run_1/met1.png
Supply wires on this layer in gray.
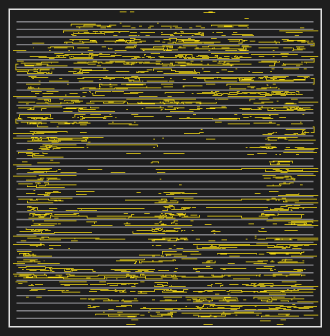
run_1/metal_stack.png
Only two layers are drawn.
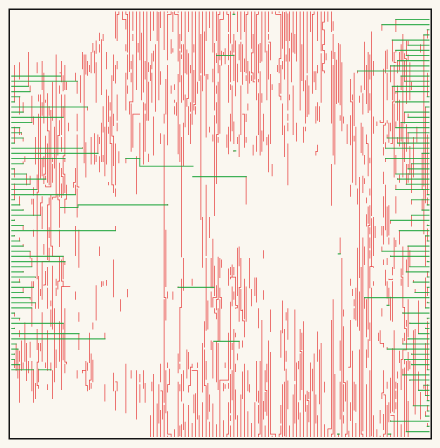
run_1/final_clocks.png
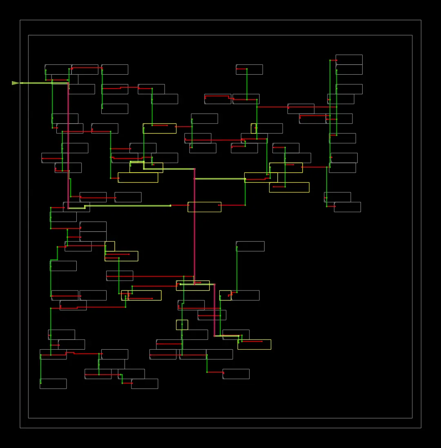
run_1/port_nets.png
Bar = 20 um.
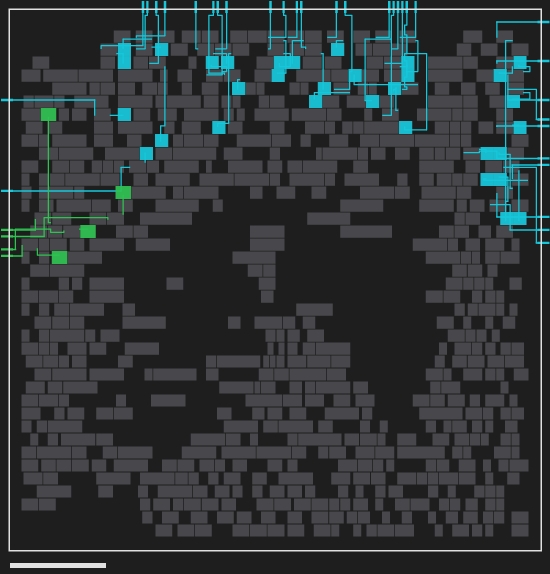
--- src/rtl/ysyx_25020047_mem_arb_pkg.sv ---
`default_nettype none
// ============================================================================
// Module   : ysyx_25020047_mem_arb_pkg
// Purpose  : Shared types and constants for the IFU/LSU memory arbiter:
//            FSM state encoding, owner encoding, grant bit positions and
//            default bus widths.
// Revision : 1.0 - initial release
// ============================================================================
package ysyx_25020047_mem_arb_pkg;

    // Default address/data widths of every arbiter port
    localparam int c_DEFAULT_AW = 32;
    localparam int c_DEFAULT_DW = 32;

    // Bit positions inside the one-hot grant vector
    localparam int c_GNT_IFU = 0;
    localparam int c_GNT_LSU = 1;

    // Arbiter FSM states
    typedef enum logic [1:0] {
        IDLE  = 2'd0,
        ISSUE = 2'd1,
        WAIT  = 2'd2
    } arb_state_t;

    // Owner of the single outstanding transaction
    typedef enum logic {
        OWNER_IFU = 1'b0,
        OWNER_LSU = 1'b1
    } owner_t;

endpackage
`default_nettype wire

--- src/rtl/ysyx_25020047_arb_sel.sv ---
`default_nettype none
// ============================================================================
// Module   : ysyx_25020047_arb_sel
// Purpose  : Grant selection between IFU and LSU requesters. Produces a
//            one-hot grant (bit0 = IFU, bit1 = LSU).
//            YSYX_25020047_ARB_RR_EN defined : ties resolved round-robin
//                                              from i_last_grant.
//            YSYX_25020047_ARB_RR_EN absent  : ties go to the LSU.
// Revision : 1.0 - initial release
// ============================================================================
module ysyx_25020047_arb_sel
    import ysyx_25020047_mem_arb_pkg::*;
(
    input  logic       i_ifu_valid,
    input  logic       i_lsu_valid,
    input  logic       i_last_grant,
    output logic [1:0] o_grant
);

    // Pick at most one requester; only a tie depends on the configuration
    always_comb begin
        o_grant = 2'b00;
        if (i_ifu_valid && i_lsu_valid) begin
`ifdef YSYX_25020047_ARB_RR_EN
            // Whoever was not served last time wins the tie
            if (i_last_grant == OWNER_LSU) begin
                o_grant[c_GNT_IFU] = 1'b1;
            end else begin
                o_grant[c_GNT_LSU] = 1'b1;
            end
`else
            // Data accesses stall the pipeline harder than fetches
            o_grant[c_GNT_LSU] = 1'b1;
`endif
        end else if (i_lsu_valid) begin
            o_grant[c_GNT_LSU] = 1'b1;
        end else if (i_ifu_valid) begin
            o_grant[c_GNT_IFU] = 1'b1;
        end
    end

`ifndef YSYX_25020047_ARB_RR_EN
    // Fixed priority has no history; the input is kept for a uniform port list
    logic w_unused_last_grant;
    assign w_unused_last_grant = i_last_grant;
`endif

endmodule
`default_nettype wire

--- src/rtl/ysyx_25020047_mem_arb.sv ---
`default_nettype none
// ============================================================================
// Module   : ysyx_25020047_mem_arb
// Purpose  : Single-outstanding memory arbiter between the instruction
//            fetch unit (IFU) and the load/store unit (LSU). A grant in
//            IDLE latches the request, ISSUE presents it to memory until
//            accepted, WAIT routes the response back to the owner.
//            Optional macro YSYX_25020047_ARB_RR_EN selects round-robin
//            tie-breaking instead of LSU-first fixed priority.
// Revision : 1.0 - initial release
// ============================================================================
module ysyx_25020047_mem_arb
    import ysyx_25020047_mem_arb_pkg::*;
#(
    parameter int AW = c_DEFAULT_AW,
    parameter int DW = c_DEFAULT_DW
) (
    input  logic            clock,
    input  logic            reset,

    // IFU request / response
    input  logic            ifu_req_valid,
    output logic            ifu_req_ready,
    input  logic [AW-1:0]   ifu_addr,
    output logic            ifu_rsp_valid,
    output logic [DW-1:0]   ifu_rsp_data,

    // LSU request / response
    input  logic            lsu_req_valid,
    output logic            lsu_req_ready,
    input  logic [AW-1:0]   lsu_addr,
    input  logic            lsu_wen,
    input  logic [DW-1:0]   lsu_wdata,
    input  logic [DW/8-1:0] lsu_wmask,
    output logic            lsu_rsp_valid,
    output logic [DW-1:0]   lsu_rsp_data,

    // Memory request / response
    output logic            mem_req_valid,
    input  logic            mem_req_ready,
    output logic [AW-1:0]   mem_addr,
    output logic            mem_wen,
    output logic [DW-1:0]   mem_wdata,
    output logic [DW/8-1:0] mem_wmask,
    input  logic            mem_rsp_valid,
    input  logic [DW-1:0]   mem_rsp_data
);

    localparam int c_MW = DW / 8;

    arb_state_t      r_state;
    arb_state_t      w_state_nxt;
    owner_t          r_owner;
    logic [AW-1:0]   r_addr;
    logic            r_wen;
    logic [DW-1:0]   r_wdata;
    logic [c_MW-1:0] r_wmask;
    logic            r_post_rst;

    logic            w_quiet;
    logic [1:0]      w_sel_grant;
    logic            w_last_grant;
    logic            w_grant_ifu;
    logic            w_grant_lsu;
    logic            w_issue;
    logic            w_rsp_fire;
    logic            w_ifu_fire;
    logic            w_lsu_fire;

    // Outputs are silenced during reset and for one cycle afterwards
    assign w_quiet = reset | r_post_rst;

`ifdef YSYX_25020047_ARB_RR_EN
    owner_t r_last_grant;

    // Remember who won the latest grant so that ties alternate
    always_ff @(posedge clock) begin
        if (reset) begin
            r_last_grant <= OWNER_IFU;
        end else if (w_grant_lsu) begin
            r_last_grant <= OWNER_LSU;
        end else if (w_grant_ifu) begin
            r_last_grant <= OWNER_IFU;
        end
    end

    assign w_last_grant = r_last_grant;
`else
    assign w_last_grant = 1'b0;
`endif

    ysyx_25020047_arb_sel u_arb_sel (
        .i_ifu_valid  (ifu_req_valid),
        .i_lsu_valid  (lsu_req_valid),
        .i_last_grant (w_last_grant),
        .o_grant      (w_sel_grant)
    );

    // Flag the first cycle after reset so no grant or output leaks out
    always_ff @(posedge clock) begin
        if (reset) begin
            r_post_rst <= 1'b1;
        end else begin
            r_post_rst <= 1'b0;
        end
    end

    // FSM state register
    always_ff @(posedge clock) begin
        if (reset) begin
            r_state <= IDLE;
        end else begin
            r_state <= w_state_nxt;
        end
    end

    // Next-state logic together with grant, issue and response strobes
    always_comb begin
        w_state_nxt = r_state;
        w_grant_ifu = 1'b0;
        w_grant_lsu = 1'b0;
        w_issue     = 1'b0;
        w_rsp_fire  = 1'b0;
        case (r_state)
            IDLE: begin
                if (!w_quiet && (w_sel_grant != 2'b00)) begin
                    w_grant_ifu = w_sel_grant[c_GNT_IFU];
                    w_grant_lsu = w_sel_grant[c_GNT_LSU];
                    w_state_nxt = ISSUE;
                end
            end
            ISSUE: begin
                w_issue = 1'b1;
                if (mem_req_ready) begin
                    w_state_nxt = WAIT;
                end
            end
            WAIT: begin
                if (mem_rsp_valid) begin
                    w_rsp_fire  = 1'b1;
                    w_state_nxt = IDLE;
                end
            end
            default: begin
                w_state_nxt = IDLE;
            end
        endcase
    end

    // Capture the granted request; fields stay frozen until the next grant
    always_ff @(posedge clock) begin
        if (reset) begin
            r_owner <= OWNER_IFU;
            r_addr  <= '0;
            r_wen   <= 1'b0;
            r_wdata <= '0;
            r_wmask <= '0;
        end else if (w_grant_lsu) begin
            r_owner <= OWNER_LSU;
            r_addr  <= lsu_addr;
            r_wen   <= lsu_wen;
            r_wdata <= lsu_wdata;
            r_wmask <= lsu_wmask;
        end else if (w_grant_ifu) begin
            r_owner <= OWNER_IFU;
            r_addr  <= ifu_addr;
            r_wen   <= 1'b0;
            r_wdata <= '0;
            r_wmask <= '0;
        end
    end

    // Request handshakes: ready is only ever given to the granted side
    assign ifu_req_ready = w_grant_ifu;
    assign lsu_req_ready = w_grant_lsu;

    // Memory request side driven from the latched fields
    assign mem_req_valid = w_issue & ~w_quiet;
    assign mem_addr      = w_quiet ? '0 : r_addr;
    assign mem_wen       = w_quiet ? 1'b0 : r_wen;
    assign mem_wdata     = w_quiet ? '0 : r_wdata;
    assign mem_wmask     = w_quiet ? '0 : r_wmask;

    // Response routed only to the owner; non-owner sees zeros
    assign w_ifu_fire    = w_rsp_fire & ~w_quiet & (r_owner == OWNER_IFU);
    assign w_lsu_fire    = w_rsp_fire & ~w_quiet & (r_owner == OWNER_LSU);
    assign ifu_rsp_valid = w_ifu_fire;
    assign lsu_rsp_valid = w_lsu_fire;
    assign ifu_rsp_data  = w_ifu_fire ? mem_rsp_data : '0;
    assign lsu_rsp_data  = w_lsu_fire ? mem_rsp_data : '0;

endmodule
`default_nettype wire

--- config.mk ---
export PLATFORM = sky130hd
export DESIGN_NAME = ysyx_25020047_mem_arb
export DESIGN_NICKNAME = d
export VERILOG_FILES = /design/src/rtl/ysyx_25020047_mem_arb_pkg.sv /design/src/rtl/ysyx_25020047_arb_sel.sv /design/src/rtl/ysyx_25020047_mem_arb.sv
export SDC_FILE = /design/constraint.sdc
export NUM_CORES = 1
export LEC_CHECK = 0
export CAP_MARGIN = 20
export CORE_AREA = 2 2 109 111
export CTS_CLUSTER_DIAMETER = 150
export DETAILED_ROUTE_END_ITERATION = 8
export DIE_AREA = 0 0 111 113
export PLACE_DENSITY = 0.86
export SLEW_MARGIN = 10
export SYNTH_ARGS = -nofsm -noshare
export SYNTH_HDL_FRONTEND = slang
export SYNTH_SLANG_ARGS = --single-unit
--- constraint.sdc ---
create_clock -name clock -period 2 [get_ports clock]
set_input_delay 0.4 -clock clock [delete_from_list [all_inputs] [get_ports clock]]
set_output_delay 0.4 -clock clock [all_outputs]
set_load 0.02 [all_outputs]
==> flow_summary.ini, run 1 <==
; physical design summary
[placed_design]
post-place-ws_ps = -640
post-place-cells = 768
dp_hpwl_um = 9730
io_buffers = 276

[worst_setup_path]
setup.worst_path.end = ifu_rsp_data[9]
required_ps = 1600
rr_startpoint = r_post_rst$_DFF_P_
startpoint = r_state[1]$_SDFFE_PP0P_
ff2ff_setup_slack_ps = 480
reg2reg_to = r_wdata[12]$_SDFFE_PP0P_
reg2reg_depth = 5

[synthesis]
fp_nets = 505
top_cell = and2_1
ys_seq_share = 0.423
ys_sh_aoi = 0.255
ys_sh_simple = 0.272
syn_avg_cell_area_um2 = 9.44
largest_area_cell = dfxtp_1

[run_status]
status = completed

[worst_hold_path]
holdCritPathClass = input pin to register
min_path_cells = 2

[floorplanning]
core_area_mm2 = 0.0113
initial_utilization = 0.307

[global_routing]
use_met3 = 0.0616
grt_pass1_vias = 3996
globalRouteMet2Util = 0.377

[detailed_routing]
wire_per_inst_um = 16.6
ant_nets = 0
viasPerCell = 4.76

[finish]
reg_top3 = r_addr (32), r_wdata (32), r_wmask (4)
dominant_cells = non-clock buffers
nMultiInputCombCells = 256

[sta]
drv_slew = 0
fin_ws_ps = 33.9
tns_ps = 0
hold_violations = 0

[pwr]
vdd_ir_drop_max_v = 0.000474
leakagePower_nw = 2.91
p_per_area_mw_per_mm2 = 594
pwr-share-comb = 0.169
p_clk_mw = 1.71

[job]
cap_violations = 0
warnings = 27

[cts]
clk-insertion-delay-late_ps = 330
Notes on met1.png above:
nets with wire on the layer: 672
share of all routed wire: 40%
longest straight run: 35.4 um
main direction: horizontal
wire length on this layer: 5250 um

Notes on metal_stack.png above:
| layer | color | wire length |
|---|---|---|
| met3 | green | 920 um |
| met2 | red | 6690 um |

Notes on final_clocks.png above:
Num Clock Sinks: 73
clk_skew: 8.57 ps

Notes on port_nets.png above:
| port | color | bits | direction | end cells | buffers | wire |
|---|---|---|---|---|---|---|
| `ifu_addr` | cyan | 32 | input | 32 | 32 | 713 um |
| `lsu_wmask` | green | 4 | input | 4 | 4 | 86.1 um |

==> run 1: critical path: stages (launching register included) <==
cell and delay (ps):
dfxtp_2 320, nor2b_4 140, and4b_2 260, buf_6 130
buf_12 120, and2_1 130, buf_4 140
==> run 1: per-stage QoR <==
| step | cell area, um^2 | util |
|---|---|---|
| 5_1_grt | 6670 | 0.592 |
| 6_report | 6670 | 0.592 |
| 3_5_place_dp | 6470 | 0.574 |
| 2_1_floorplan | 3460 | - |
| 4_1_cts | 6790 | 0.603 |
| 3_3_place_gp | 6470 | 0.574 |
==> run 1: per-layer routing <==
| layer | part of all wire | vias up |
|---|---|---|
| met5 | 0 | - |
| met1 | 0.40 | 1739 |
| li1 | - | 1847 |
| met3 | 0.070 | 13 |
| met4 | 0.015 | 0 |
| met2 | 0.51 | 154 |
run_1/zoom.png
Bar = 10 um. Window x 40 to 70, y 42 to 72 um. Cells in gray, sequential cells in the stronger gray; small squares are vias.
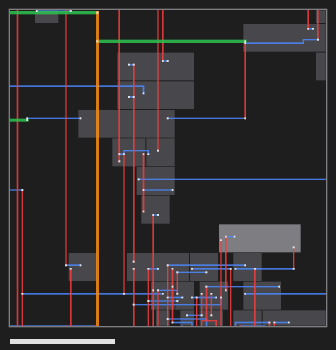

==> run 2: changes to the inputs <==
CORE_AREA = not set   (was 2 2 109 111)
CORE_MARGIN = 2   (was not set)
CORE_UTILIZATION = 30   (was not set)
DIE_AREA = not set   (was 0 0 111 113)
PLACE_DENSITY = 0.88   (was 0.86)
clock period = 1.8 ns   (was 2 ns; I/O delays follow)
run_2/zoom.png
Bar = 10 um. Window x 41 to 71, y 41 to 71 um. Cells in gray, sequential cells in the stronger gray; small squares are vias.
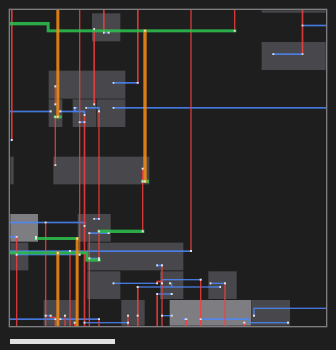
| layer | color |
|---|---|
| met4 | orange |
| met3 | green |
| met1 | blue |
| met2 | red |
netlist names of flops here include: `r_state` (1)
cells with their middle in the window: 16
most frequent: buf_4 (3), clkbuf_16 (2)
sequential cells in the window: 1

==> flow_summary.ini, run 2 <==
; physical design summary
[worst_setup_path]
ff2ff_setup_slack_ps = 270
required_ps = 1440
reg2reg_depth = 5
rr_startpoint = r_state[0]$_SDFFE_PP0P_

[placed_design]
dp_hpwl_um = 9690
post-place-cells = 766
dpl_cell_area_mm2 = 0.00645
io_buffers = 276

[pwr]
pwr-share-comb = 0.178
vdd_ir_drop_max_v = 0.000529
p_clk_mw = 1.76

[sta]
drv_slew = 0
setup_viol = 71
tns_ps = -4270
fin_ws_ps = -103
hold_violations = 0

[synthesis]
syn_avg_cell_area_um2 = 9.44
ys_seq_share = 0.423
fp_nets = 505
top_cell = and2_1
largest_area_cell = dfxtp_1

[finish]
fin_util = 0.596
dominant_cells = non-clock buffers
final_cell_area_mm2 = 0.00675
reg_top3 = r_addr (32), r_wdata (32), r_wmask (4)

[detailed_routing]
viasPerCell = 4.92
wire_per_inst_um = 17.6
highest_layer = met4
dr_wl_met3_um = 874
ant_nets = 0

[global_routing]
use_met3 = 0.0512
grt_pass1_vias = 3974
globalRouteMet2Util = 0.385

[run_status]
violations = negative setup slack
status = finished, violations left

[cts]
cts.sinks = 73

[job]
warnings = 28

[floorplanning]
core_area_mm2 = 0.0113
==> run 2: cell counts after synthesis <==
Identical to the previous run, type by type.
==> run 2: logic make-up after synthesis <==
family,after synthesis,synth area share
buffers and inverters,37,0.0503
and+or+nand+nor,151,0.272
DFF,73,0.423
AOI/OAI and AO/OA,105,0.255
==> run 2: how the worst max path moves through the flow <==
| stage | endpoint | slack, ps | from |
|---|---|---|---|
| CTS | ifu_rsp_data[24] | -140 | r_state[1]$_SDFFE_PP0P_ |
| global placement | mem_wmask[2] | -680 | reset |
| detailed placement | lsu_rsp_data[30] | -710 | reset |
| finish | lsu_rsp_data[8] | -100 | r_post_rst$_DFF_P_ |
| global route | ifu_rsp_data[12] | -140 | r_state[1]$_SDFFE_PP0P_ |
| floorplan | ifu_rsp_data[22] | 80 | reset |
run_2/met1.png
Supply wires on this layer in gray.
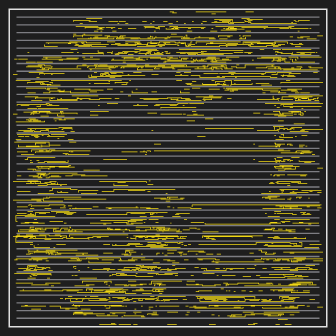

==> run 3: changes to the inputs <==
PLACE_DENSITY = 0.83   (was 0.88)
SLEW_MARGIN = not set   (was 10)
run_3/met1.png
Supply wires on this layer in gray.
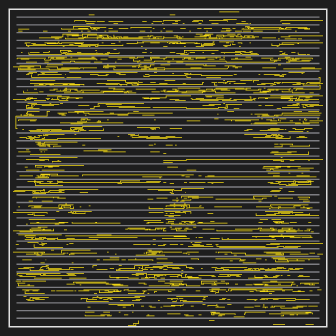
share of all routed wire: 37%
wire length on this layer: 5450 um

==> flow_summary.ini, run 3 <==
; physical design summary
[run_status]
status = finished, violations left
violations = negative setup slack

[floorplanning]
initial_utilization = 0.305
core_area_mm2 = 0.0113

[sta]
drv_slew = 0
skew_ps = 12.6
setup_viol = 83
fin_ws_ps = -134

[worst_setup_path]
critPathMaxStageDelay_ps = 320
rr_startpoint = r_post_rst$_DFF_P_
cp_num_buf_inv = 3
cp_slowest_cell = dfxtp_2
critPathTopFamily = simple AND/OR/NAND/NOR gates

[detailed_routing]
viasPerCell = 4.93

[synthesis]
synthMuxAreaShare = 0
ys_sh_aoi = 0.255

[pwr]
vdd_ir_drop_max_v = 0.000389

[finish]
reg_top3 = r_addr (32), r_wdata (32), r_wmask (4)
fin_util = 0.667
nMultiInputCombCells = 256

[placed_design]
dp_hpwl_um = 9380

[worst_hold_path]
holdCritPathClass = register to register
==> run 3: cell counts after synthesis <==
No cell type changed its count.
==> run 3: timing repair <==
item	in CTS	in global routing
buffers inserted	5	3
setup endpoints to repair	138	121
pin swaps	7	70
gates cloned	5	8
gates resized	728	221
==> run 3: routing by layer <==
layer  wire, um  vias to the layer above  GRT usage
li1           -                     1880          -
met1       5450                     1893      0.225
met2       7910                      169      0.388
met3       1020                       20     0.0615
met4        340                        0     0.0650
met5          0                        -          0
==> run 3: path summary, 6_finish.rpt <==
check | cells after the start | endpoint | slack [ps]
worst min-delay path | 1 | r_addr[7]$_SDFFE_PP0P_ | 450
worst max-delay path | 6 | lsu_rsp_data[6] | -130
worst min register to register | 1 | r_addr[7]$_SDFFE_PP0P_ | 450
worst max register to register | 7 | r_wmask[2]$_SDFFE_PP0P_ | 80
Power figures rest on the tool's default switching activity, not on a simulated workload.
